**src/rtl/bram_sync_fifo.sv**
```systemverilog
// Synchronous FIFO over a simple dual-port array with registered read data,
// registered status flags and one-cycle overflow/underflow pulses.
module bram_sync_fifo #(
  parameter int DATA_WIDTH    = 4,
  parameter int ADDRESS_WIDTH = 4,
  parameter int AFULL_LEVEL   = (2 ** ADDRESS_WIDTH) - 2,
  parameter int AEMPTY_LEVEL  = 2
) (
  input  logic                   clk,
  input  logic                   rst_n,
  input  logic                   cs,
  input  logic                   wr_en,
  input  logic [DATA_WIDTH-1:0]  din,
  input  logic                   rd_en,
  output logic [DATA_WIDTH-1:0]  dout,
  output logic                   dout_valid,
  output logic                   full,
  output logic                   empty,
  output logic                   almost_full,
  output logic                   almost_empty,
  output logic [ADDRESS_WIDTH:0] count,
  output logic                   overflow,
  output logic                   underflow
);

  localparam int DEPTH = 2 ** ADDRESS_WIDTH;
  localparam int CW    = ADDRESS_WIDTH + 1;

  localparam logic [CW-1:0] DEPTH_CNT  = CW'(DEPTH);
  localparam logic [CW-1:0] AFULL_CNT  = CW'(AFULL_LEVEL);
  localparam logic [CW-1:0] AEMPTY_CNT = CW'(AEMPTY_LEVEL);

  logic [DATA_WIDTH-1:0] mem [DEPTH];
  logic [CW-1:0]         wr_ptr;
  logic [CW-1:0]         rd_ptr;
  logic [CW-1:0]         count_next;
  logic                  wr_accept;
  logic                  rd_accept;

  // full/empty are the registered flags, so acceptance sees the pre-edge state.
  assign wr_accept = cs && wr_en && !full;
  assign rd_accept = cs && rd_en && !empty;

  always_comb begin
    count_next = count;
    case ({wr_accept, rd_accept})
      2'b10:   count_next = count + CW'(1);
      2'b01:   count_next = count - CW'(1);
      default: count_next = count;
    endcase
  end

  // Storage array carries no reset so it can map onto block RAM.
  always_ff @(posedge clk) begin
    if (wr_accept) begin
      mem[wr_ptr[ADDRESS_WIDTH-1:0]] <= din;
    end
  end

  always_ff @(posedge clk or negedge rst_n) begin
    if (!rst_n) begin
      wr_ptr       <= '0;
      rd_ptr       <= '0;
      count        <= '0;
      dout         <= '0;
      dout_valid   <= 1'b0;
      full         <= 1'b0;
      empty        <= 1'b1;
      almost_full  <= 1'b0;
      almost_empty <= 1'b1;
      overflow     <= 1'b0;
      underflow    <= 1'b0;
    end else begin
      if (wr_accept) begin
        wr_ptr <= wr_ptr + CW'(1);
      end
      if (rd_accept) begin
        rd_ptr <= rd_ptr + CW'(1);
        dout   <= mem[rd_ptr[ADDRESS_WIDTH-1:0]];
      end
      dout_valid   <= rd_accept;
      count        <= count_next;
      full         <= (count_next == DEPTH_CNT);
      empty        <= (count_next == '0);
      almost_full  <= (count_next >= AFULL_CNT);
      almost_empty <= (count_next <= AEMPTY_CNT);
      overflow     <= cs && wr_en && full;
      underflow    <= cs && rd_en && empty;
    end
  end

endmodule

```
**config.mk**
```make
export PLATFORM = sky130hd
export DESIGN_NAME = bram_sync_fifo
export DESIGN_NICKNAME = d
export VERILOG_FILES = /design/src/rtl/bram_sync_fifo.sv
export SDC_FILE = /design/constraint.sdc
export NUM_CORES = 1
export LEC_CHECK = 0
export ABC_AREA = 1
export CAP_MARGIN = 10
export CORE_MARGIN = 10
export CORE_UTILIZATION = 55
export DETAILED_ROUTE_END_ITERATION = 8
export PLACE_DENSITY = 0.87
export SYNTH_ARGS = -nofsm -noshare
export SYNTH_HDL_FRONTEND = slang
export SYNTH_SLANG_ARGS = --single-unit
```
**constraint.sdc**
```tcl
create_clock -name clk -period 2.56 [get_ports clk]
set_clock_uncertainty 0.05 [all_clocks]
set_input_delay 0.384 -clock clk [delete_from_list [all_inputs] [get_ports clk]]
set_output_delay 0.384 -clock clk [all_outputs]
set_load 0.03 [all_outputs]
```
**Run 1: clock wires, drivers and flops**

Drawn at 6 px/µm.
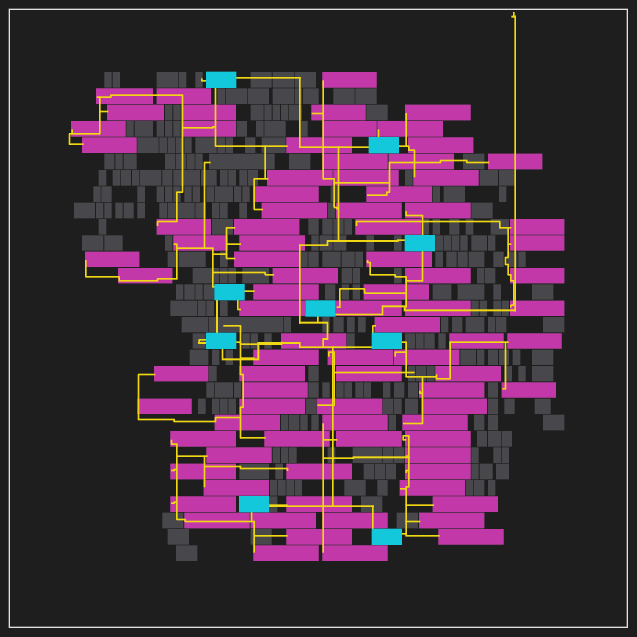
- magenta: flip-flops (count 88)
- yellow: clock wires (length 957 µm)
- cyan: cells driving clock nets (count 9)
- routed clock nets: 10
insertion delay at the late pin of the worst-skew pair: 0.36 ns
clock network power: 1.06 mW

**Run 1: local utilization**

Drawn at 3 px/µm. 10 x 10 tiles, from black (low) to pale yellow (high), 0 to 100% covered.
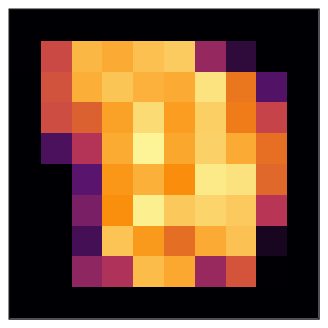
- emptiest ninth of the die: bottom left
- mean over tiles: 40%
- fullest tile: 98%
- nearly empty tiles: 42%
- densest ninth of the die: middle
Core Util, Final: 64.15%
area of the core region: 6719 µm²

**Run 1: zoomed window**

Window x 39 to 64, y 39 to 64 µm. Cells in gray, sequential cells in the stronger gray; small squares are vias.
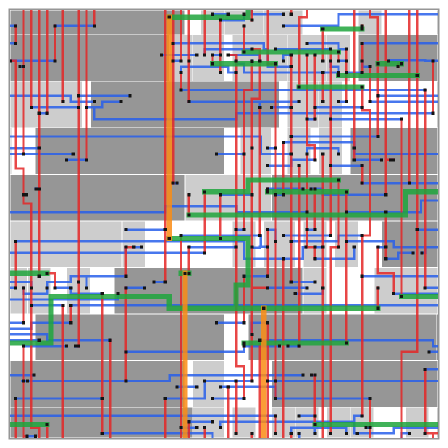
- red: met2
- blue: met1
- orange: met4
- green: met3
- netlist names of flops here include: `mem` (12)
- cells with their middle in the window: 47
- sequential cells in the window: 12
- most frequent: nor2_1 (18), edfxtp_1 (12), o21ai_0 (6)

run 1: path summary, 6_finish.rpt:
kind	startpoint	to	slack, ns
max in group asynchronous	rst_n	empty$_DFF_PN1_	1.82
min reg2reg	dout[3]$_DFFE_PN0P_	dout[3]$_DFFE_PN0P_	0.43
min	rst_n	dout[3]$_DFFE_PN0P_	0.33
max reg2reg	full$_DFF_PN0_	full$_DFF_PN0_	0.59
max	cs	full$_DFF_PN0_	0.39
min in group clk	dout[3]$_DFFE_PN0P_	dout[3]$_DFFE_PN0P_	0.43
run 1: cell families (layout without fill, tap and decap cells):
kind of cell	count (synthesis)	count (layout)
fa+ha+maj	8	8
mux	6	6
simple gates	135	135
buf+inv	36	70
compound gates	58	58
xor+xnor	7	7
flops	88	88
run 1: cell usage after synthesis:
library cell / n / area [µm²]
sky130_fd_sc_hd__nand3_1: 10 / 50.05
sky130_fd_sc_hd__clkbuf_1: 1 / 3.750
sky130_fd_sc_hd__dfstp_2: 2 / 52.55
sky130_fd_sc_hd__nand3_2: 3 / 30.03
sky130_fd_sc_hd__inv_1: 24 / 90.09
sky130_fd_sc_hd__o221ai_1: 2 / 17.52
sky130_fd_sc_hd__o211ai_1: 3 / 22.52
sky130_fd_sc_hd__nand2_1: 69 / 259.0
sky130_fd_sc_hd__xnor2_1: 1 / 8.760
sky130_fd_sc_hd__a21oi_2: 1 / 8.760
sky130_fd_sc_hd__o21ai_0: 25 / 125.1
sky130_fd_sc_hd__inv_2: 3 / 11.26
sky130_fd_sc_hd__nor2_4: 1 / 11.26
sky130_fd_sc_hd__xor2_1: 6 / 52.55
sky130_fd_sc_hd__ha_1: 8 / 100.1
sky130_fd_sc_hd__nor3_1: 1 / 5.000
sky130_fd_sc_hd__a21oi_1: 13 / 65.06
sky130_fd_sc_hd__nand2_2: 3 / 18.77
sky130_fd_sc_hd__nor2_1: 47 / 176.4
sky130_fd_sc_hd__o22ai_1: 7 / 43.79
sky130_fd_sc_hd__mux2i_1: 6 / 60.06
sky130_fd_sc_hd__dfrtp_1: 22 / 550.5
sky130_fd_sc_hd__o21bai_1: 1 / 7.510
sky130_fd_sc_hd__buf_2: 7 / 35.03
sky130_fd_sc_hd__buf_1: 1 / 3.750
sky130_fd_sc_hd__o21ai_1: 6 / 30.03
sky130_fd_sc_hd__nand4_1: 1 / 6.260
sky130_fd_sc_hd__edfxtp_1: 64 / 1922
run 1: flip-flops by register name (all words and copies together), names as in the netlist:
signal / count
dout_valid: 1
rd_ptr: 4
full: 1
count: 5
almost_empty: 1
mem: 64
dout: 4
overflow: 1
wr_ptr: 4
empty: 1
almost_full: 1
underflow: 1
run 1: metal layers:
layer  wire (µm)  vias to the layer above
met2        3928                       86
met5           0                        -
li1            -                     1212
met1        3125                     1197
met3         399                       20
met4         210                        0
run 1: final cells by class:
class / instances / share of cell area, %
clock buffers: 13 / 3.686
clock inverters: 3 / 1.480
inverters: 27 / 2.351
multi-input cells: 214 / 25.49
flip-flops and latches: 88 / 58.58
well taps: 80 / 2.322
repair buffers: 27 / 6.096
==> results.txt, run 1 <==
Observations from the implementation run.

Detailed routing:
- Once iteration 0 of detailed routing completed, the report listed between 100 and 150 DRC markers.
- Using the TritonRoute via totals, the vias-per-cell ratio works out to 5.564.
- The run gives the routed length per instance as between 15 and 20 µm.

Run status:
- The run finished with clean final reports.

Die:
- The report lists the number of standard-cell rows as 30.
- Pin placement for this block handled 25 I/O pins.
- The run gives the die extent in x as a little over 100 µm.
- The run gives the die height as slightly above 100 µm.

Clock tree:
- Post-CTS repair ended up resizing 0 cells.
- The run gives the clock transition at the register clock pins on the worst setup and hold paths after CTS as around 0.08 ns.
- TritonCTS built the clock tree.

Synthesis:
- The run gives the count of unique library cells instantiated by Yosys as 28.
- In this run, the synthesized area fraction spent on xor and xnor cells is recorded as about 1.6%.
- Per the post-synthesis report, the nets total roughly 360.

Final timing:
- The run puts the maximum frequency from static timing analysis at roughly 0.46 GHz.
- The run puts the number of hold-slack violations in the final timing report at 0.
- The smallest clock period supported by the final layout is computed as 2.174 ns.
- Looking at the max-slew report, the worst-margin pin has a slew of about 0.61 ns.
- The run puts the final number of max-transition violations at 0.

Global route:
- The run puts the first-pass GRT wire length at 12280 µm.
- The run gives the via count of the first global-routing pass as approximately 2500.
- The run gives the aggregate global routing overflow as 0.
- For met3 alone, demand over resource in global routing was under 10%.

Min path:
- The run gives the path category of the worst min-delay check as primary input to async pin.

Power:
- The run gives the power in combinational cells as between 1.5 and 2 mW.
- The run gives the combinational cell fraction of total power as 37.5%.

Finish:
- The run puts the total inserted antenna cells at 0.
- The run gives the number of fillers in the final layout as around 470.

Placement:
- In this run the cell area measured after placement is about 4100 µm².

Run:
- The run gives the number of warning messages in the logs as 29.
==> run 1 -> run 2 <==
- CORE_UTILIZATION: 55 -> 53
- PLACE_DENSITY: 0.87 -> 0.88
- clock period: 2.56 -> 1.9 ns (I/O delays scaled with it)
**Run 2: clock wires, drivers and flops**

Drawn at 6 px/µm.
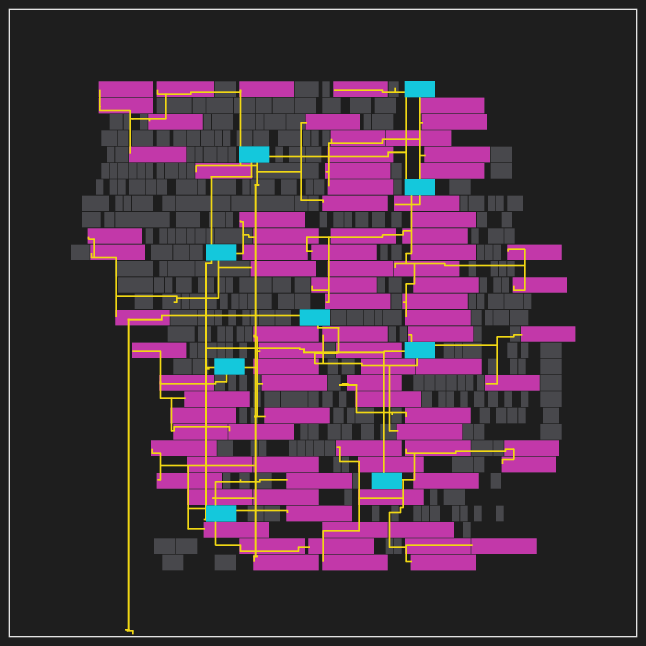
- cyan: cells driving clock nets (count 9)
- magenta: flip-flops (count 88)
- yellow: clock wires (length 1020 µm)
- routed clock nets: 10
clock network power: 1.27 mW
insertion delay at the late pin of the worst-skew pair: 0.37 ns
relative contribution of the clock network to total power: 18.8%

**Run 2: placement by cell class**

Drawn at 4 px/µm. Fill, decap, tap and diode cells in gray.
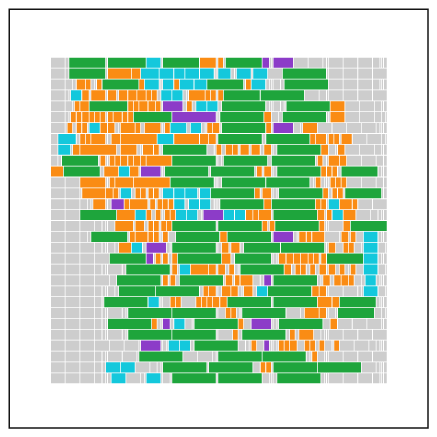
- purple: clock drivers and dummy loads (cells 16; share of their area 4.1%)
- cyan: other buffers and delay cells (cells 58; share of their area 11%)
- orange: all other logic (cells 241; share of their area 29%)
- green: flops (cells 88; share of their area 55%)
Core Util, Final: 68.16%
Rows: 30
final instance area: 4682 µm²

==> run 2 against run 1 <==
  * The flow now finishes with violations (negative setup slack)
  * Total power rose by 40%
  * Global-route usage fell by 0.056 points
  * Hold slack got worse by 0.097 ns
  * Clock power rose by about 20%
  * Final cell count rose by 11%
  * Core utilization rose by 4.0 points
  * Combinational power rose by 57%
  * Sequential share of layout area fell by 4.6 points
  * Largest cell class unchanged
  * Largest power group is now combinational logic
  * Highest routed layer unchanged
==> results.txt, run 2 <==
Observations from the implementation run.

Run status:
- The run finished, with violations left.
- The final reports fail on negative setup slack.

Detailed routing:
- Using the TritonRoute via totals, the vias-per-cell ratio works out to 5.566.
- Per the detail_route report, routed wire per instance is 17.23 µm.
- The run puts the first-iteration detailed-routing DRC count at ~180.

Synthesis:
- The biggest area contributor in the post-synthesis netlist is sky130_fd_sc_hd__edfxtp_1.
- By instance count, the leading cell after synthesis is sky130_fd_sc_hd__nand2_1.
- The run gives the net count after synthesis as 355.
- By area the synthesized netlist is led by sky130_fd_sc_hd__edfxtp_1, sky130_fd_sc_hd__dfrtp_1, sky130_fd_sc_hd__nand2_1.
- The run puts the count of library flops with an enable pin at between 60 and 70.
- The run gives the number of warnings reported in the yosys synthesis log as 0.
- The run puts the async set or reset register ratio after synthesis at 27.27%.
- The run gives the most used flip-flop cell after synthesis as sky130_fd_sc_hd__edfxtp_1.
- In the synthesized netlist, the cells that appear most often are sky130_fd_sc_hd__nand2_1, sky130_fd_sc_hd__edfxtp_1, sky130_fd_sc_hd__nor2_1.
- The run gives the number of cells in Yosys stat as around 340.
- The run puts the count of unique library cells instantiated by Yosys at 28.
- The synthesized design devotes to its leading area cell type 51.01% of total area.

Die:
- The run gives the floorplan core area as between 6000 and 7000 µm².
- The run puts the total die size at roughly 11000 µm².
- The run gives the die height as 104.3 µm.
- The run gives the die extent in x as between 100 and 150 µm.

Critical path:
- The run gives the last element of the critical path as almost_full$_DFF_PN0_.
- The run gives the launch instance of the worst register-to-register path as full$_DFF_PN0_.
- The run gives the terminus of the critical flop-to-flop path as almost_full$_DFF_PN0_.
- The run gives the startpoint of the worst setup timing path as wr_en.
- The run gives the reg-to-reg setup timing slack as -0.02 ns.

Global route:
- Per the GRT congestion report, total overflow comes to 0.
- The run puts the via count of the first global-routing pass at about 2700.
- The run gives the number of antenna violations at the first check in global routing as 1.
- The run gives the first-pass GRT wire length as ~13000 µm.

Final timing:
- The final max-slew violation count recorded for this run is 0.
- The run gives the slew at the pin with the worst max-slew slack as approximately 0.63 ns.
- The run gives the final clock period utilization by the worst path as 101.4%.
- In the post-route analysis, the smallest setup slack over all paths is -0.02606 ns.
- The run puts the number of hold-slack violations in the final timing report at 0.
- The run puts the clock period minus worst slack at approximately 1.9 ns.
- In this build the clock could be raised as far as around 0.52 GHz.
- The run gives the number of endpoints failing setup at the final stage as 2.

Finish:
- The run puts the fraction of final layout cells sized beyond drive strength 1 at 21.09%.
- The register with the most flip-flops in the layout has roughly 64 of them.
- After filler insertion, the fill cell instance count of the layout stands at between 400 and 500.

Run:
- In this run the tools logged warnings totalling 31.

Min path:
- Checking hold timing, the worst path is listed with class primary input to async pin.

Clock tree:
- The run gives the clock transition at the register clock pins on the worst setup and hold paths after CTS as 0.10 ns.
- TritonCTS built the clock tree.
**Run 2: the clock network**

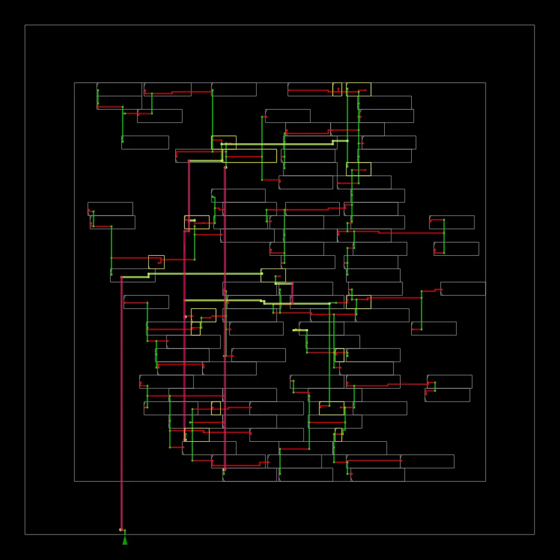
total of clock buffers placed in the layout: 10
TritonCTS Buffers: 9
seq_cells: 88
total number of clock tree sinks: 88

[run 2: cell counts after synthesis]
No cell type changed its count.
[run 2: worst max-delay path: cells and delay by family]
family	cells	cell delay [ns]
buffers and inverters	4	0.76
AND-OR/OR-AND	1	0.15
adder cells (fa/ha/maj)	1	0.26
AND/OR/NAND/NOR	8	0.69
[run 2: stage by stage]
step / hold WS (ns) / cells / cell area (µm²)
finish: 0.2367 / 500 / 4682
CTS: 0.2484 / 498 / 4556
global placement: 0.4155 / 480 / 4332
global route: 0.2754 / 500 / 4682
floorplan: -0.06059 / 338 / 3781
detailed placement: 0.4275 / 480 / 4332
[run 2: logic make-up after synthesis]
family	synth area share, %
muxes	1.594
DFF	67.02
and+or+nand+nor	14.78
adders and majority gates	2.657
xor gates and xnor gates	1.627
buffers and inverters	3.819
AOI/OAI and AO/OA	8.502
[run 2: layout make-up]
cell class                 instances  area, µm²  area share, %
tap                               96      120.1          2.565
timing repair buffer              58      503.0          10.74
clock inverter                     6      58.81          1.256
sequential                        88       2526          53.96
antenna                            1      2.502        0.05345
multi-input combinational        214       1242          26.54
clock buffer                      10      127.6          2.726
inverter                          27      101.3          2.165
[run 2: repair_timing]
item / in CTS / in global routing
pin swaps: 6 / 9
setup endpoints to repair: 6 / 8
resized: 13 / 26
hold buffers: 0 / 0
buffers inserted: 2 / 1
[run 2: worst min-delay path by stage]
stage | start | end | slack [ns] | cells past startpoint
2_1_floorplan | rst_n | almost_full$_DFF_PN0_ | -0.06 | 0
3_3_place_gp | dout[3]$_DFFE_PN0P_ | dout[3]$_DFFE_PN0P_ | 0.42 | 2
3_5_place_dp | dout[1]$_DFFE_PN0P_ | dout[1]$_DFFE_PN0P_ | 0.43 | 2
4_1_cts | rst_n | dout[2]$_DFFE_PN0P_ | 0.25 | 2
5_1_grt | rst_n | almost_full$_DFF_PN0_ | 0.28 | 2
6_report | rst_n | overflow$_DFF_PN0_ | 0.24 | 2
[run 2: power by group]
part	leakage, nW	switching, mW	internal (mW)
registers	0.864	0.272	2.36
logic	0.931	1.80	1.04
clock network	0.100	0.663	0.604
total	1.90	2.73	4.00
[run 2: layer usage]
layer,vias to the layer above,GRT usage [%],routed length (µm)
met4,0,8.748,308
met3,21,3.717,542
met5,-,0,0
li1,1272,-,-
met1,1352,17.65,3371
met2,138,25.96,4391
==> run 2 -> run 3 <==
--- a/config.mk
+++ b/config.mk
@@ -7,3 +7,3 @@
 export LEC_CHECK = 0
-export ABC_AREA = 1
+export ABC_AREA = 0
 export CAP_MARGIN = 10
@@ -12,3 +12,3 @@
 export DETAILED_ROUTE_END_ITERATION = 8
-export PLACE_DENSITY = 0.88
+export PLACE_DENSITY = 0.87
 export SYNTH_ARGS = -nofsm -noshare
--- a/constraint.sdc
+++ b/constraint.sdc
@@ -4,2 +4,2 @@
 set_output_delay 0.285 -clock clk [all_outputs]
-set_load 0.03 [all_outputs]
+set_load 0.1 [all_outputs]
**Run 3: the clock network**

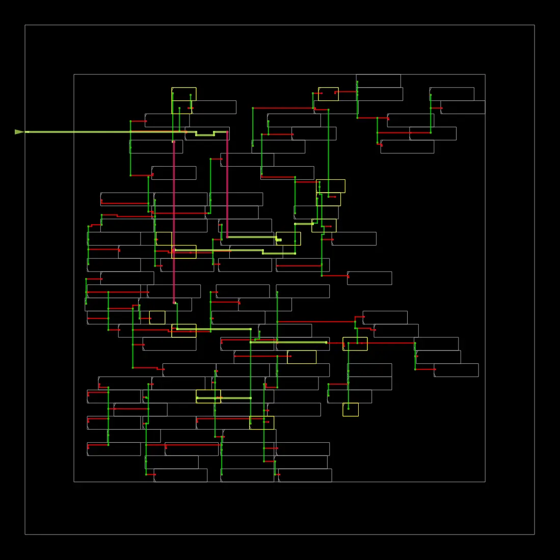
insertion delay at the late pin of the worst-skew pair: 0.36 ns
clock network power: 1.29 mW
total of clock buffers placed in the layout: 9

**Run 3: clock wires, drivers and flops**

Drawn at 6 px/µm.
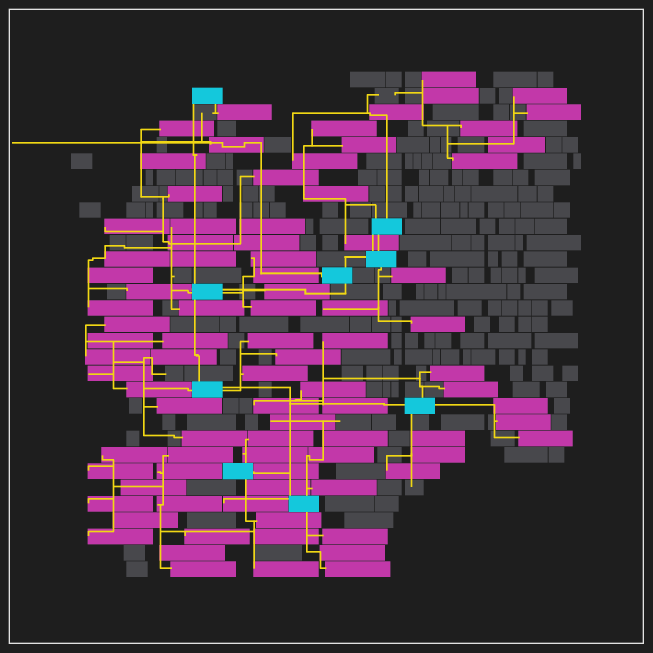
- yellow: clock wires (length 933 µm)
- magenta: flip-flops (count 88)
- cyan: cells driving clock nets (count 9)
- routed clock nets: 10
relative contribution of the clock network to total power: 16.0%

==> run 3 against run 2 <==
  * The run still ends with negative setup slack left
  * Critical path depth is 3 lower
  * Register-to-register slack worse by 0.48 ns
  * Critical endpoint is now full$_DFF_PN0_
  * Hold slack worse by 0.0092 ns
  * Setup slack worse by 0.47 ns
  * Total power is 19% higher
  * Sequential power is 3% higher
  * Sequential share of layout area is 3.2 points lower
==> results.txt, run 3 <==
Observations from the implementation run.

Final timing:
- The final report lists the setup-violating endpoint count as 8.
- The run puts the post-layout worst setup margin at -0.4998 ns.

Synthesis:
- The commonest cells after synthesis are sky130_fd_sc_hd__edfxtp_1, sky130_fd_sc_hd__dfrtp_1, sky130_fd_sc_hd__and2_1, sky130_fd_sc_hd__mux4_2, sky130_fd_sc_hd__nand2_1.
- Counting flops with a built-in enable in the synthesized netlist gives 64.
- The synthesis report lists the most area-consuming cells as sky130_fd_sc_hd__edfxtp_1, sky130_fd_sc_hd__dfrtp_1, sky130_fd_sc_hd__mux4_2.
- The synthesis run shows multiplexers occupying 12.10% of the cell area.
- The run gives the adder-cell area share of the yosys netlist as under 10%.
- Post-synth the commonest register cell is sky130_fd_sc_hd__edfxtp_1.
- The run gives the aoi/oai-family share of the synthesized area as slightly above 5%.
- The run puts the net count after synthesis at 257.
- Warnings reported by Yosys during synthesis add up to 0.
- The run puts the post-synthesis simple-gate area fraction at 9.900%.
- The run gives the fraction of post-synthesis cell area in the top cell type by area as roughly half.

Die:
- The run puts the floorplan core area at between 7000 and 8000 µm².
- The run puts the die height at 105.4 µm.
- The run puts the die extent in x at roughly 110 µm.
- Pin placement for this block handled 25 I/O pins.

Clock tree:
- The number of hold buffers added after CTS was 0.
- TritonCTS built the clock tree.
- The run gives the number of clock buffers inserted by TritonCTS as 9.

Placement:
- In this run, placement finished with an instance count of about 380.
- Summing all placed instances gives a cell area of 4542 µm².

Critical path:
- The run puts the reg-to-reg setup timing slack at -0.50 ns.

Global route:
- The run puts the number of antenna violations at the first check in global routing at 0.
- The first global-routing pass estimated between 10000 and 15000 µm of wire.
- The run gives the global routing met2 resource utilization as 23.91%.
- The run gives the global-route track usage on met1 as 18.03%.
- The total overflow left after global routing is 0.

Power:
- The run gives the combinational cell fraction of total power as roughly 50%.
- The power report attributes to the sequential group a share of 33.7%.
- The net switching power in the latest report is ~3.3 mW.

Detailed routing:
- After the first detailed-routing iteration, the DRC count stood at 123.
- The run gives the via density per instance as ~5.6.
- The run gives the routed length per instance as 19.57 µm.

Finish:
- Per the final layout report, the fraction of cells sized above drive strength 1 comes to 44.59%.

Run status:
- The checks that failed: negative setup slack.
- The run finished, with violations left.

Run:
- The run gives the number of warning messages in the logs as 32.
**Run 3: zoomed window**

Window x 40 to 65, y 40 to 65 µm. Cells in gray, sequential cells in the stronger gray; small squares are vias.
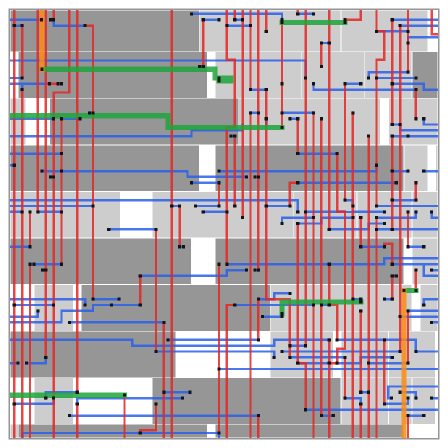
- blue: met1
- red: met2
- orange: met4
- green: met3
- cells with their middle in the window: 34
- netlist names of flops here include: `mem` (10)
- most frequent: edfxtp_1 (10), mux4_2 (5)
- sequential cells in the window: 10

## run 3: area by class of cell
class | count | area (µm²)
Clock buffer | 9 | 123.9
Clock inverter | 7 | 81.33
Fill cell | 442 | 2192
Inverter | 8 | 35.03
Multi-Input combinational cell | 133 | 1420
Sequential cell | 88 | 2531
Tap cell | 99 | 123.9
Timing Repair Buffer | 69 | 668.1
## run 3: what timing repair did
| action | CTS | global route |
|---|---|---|
| pin swaps | 5 | 6 |
| gates resized | 16 | 15 |
| endpoints found under the setup margin | 31 | 58 |
| buffers inserted | 7 | 9 |
## run 3: power groups by stage
stage               Combinational [mW]  Sequential, mW  Clock (mW)
finish                            4.04            2.71        1.29
global route                      4.25            2.74        1.40
CTS                               3.76            2.70        1.32
detailed placement                3.58            2.72           0
global placement                  3.51            2.70           0
floorplan                         1.64            3.51           0
## run 3: path summary, 6_finish.rpt
kind	startpoint	cells past startpoint	endpoint
hold reg to reg	dout[3]$_DFFE_PN0P_	2	dout[3]$_DFFE_PN0P_
hold / removal	rst_n	2	underflow$_DFF_PN0_
setup / recovery	empty$_DFF_PN1_	11	full$_DFF_PN0_
min in group clk	cs	2	underflow$_DFF_PN0_
max in group asynchronous	rst_n	2	almost_empty$_DFF_PN1_
setup reg to reg	empty$_DFF_PN1_	11	full$_DFF_PN0_
## run 3: cells by family (layout without fill, tap and decap cells)
kind of cell             Yosys count  after routing
XOR/XNOR                          10             10
multiplexers                      26             26
flip-flops                        88             88
adder cells (fa/ha/maj)            8              8
buffers and inverters             19             93
AND/OR/NAND/NOR                   65             65
AND-OR/OR-AND                     24             24
## run 3: routing by layer
layer  part of all wire (%)  up-vias
li1                       -     1063
met1                     42     1187
met2                     53       56
met3                    4.3        9
met4                    1.2        0
met5                      0        -
## run 3: worst max-delay path, cell delays in order, from the launching register on
cell                       delay [ns]
sky130_fd_sc_hd__dfstp_4         0.63
sky130_fd_sc_hd__nand3b_4        0.14
sky130_fd_sc_hd__inv_4           0.04
sky130_fd_sc_hd__nand2_4         0.05
sky130_fd_sc_hd__buf_6           0.11
sky130_fd_sc_hd__inv_4           0.04
sky130_fd_sc_hd__ha_4            0.26
sky130_fd_sc_hd__nand3b_1        0.11
sky130_fd_sc_hd__a311oi_2        0.10
sky130_fd_sc_hd__a311oi_2        0.28
sky130_fd_sc_hd__xor2_2          0.31
sky130_fd_sc_hd__nor3b_2         0.21
## run 3: per-stage QoR
| step | TNS [ns] | hold WS [ns] |
|---|---|---|
| detailed placement | -28.28 | 0.4721 |
| floorplan | -3.658 | -0.06059 |
| CTS | -2.385 | 0.2246 |
| global route | -3.551 | 0.2383 |
| finish | -2.601 | 0.2274 |
| global placement | -24.79 | 0.4455 |
Power and IR drop assume default switching activity.
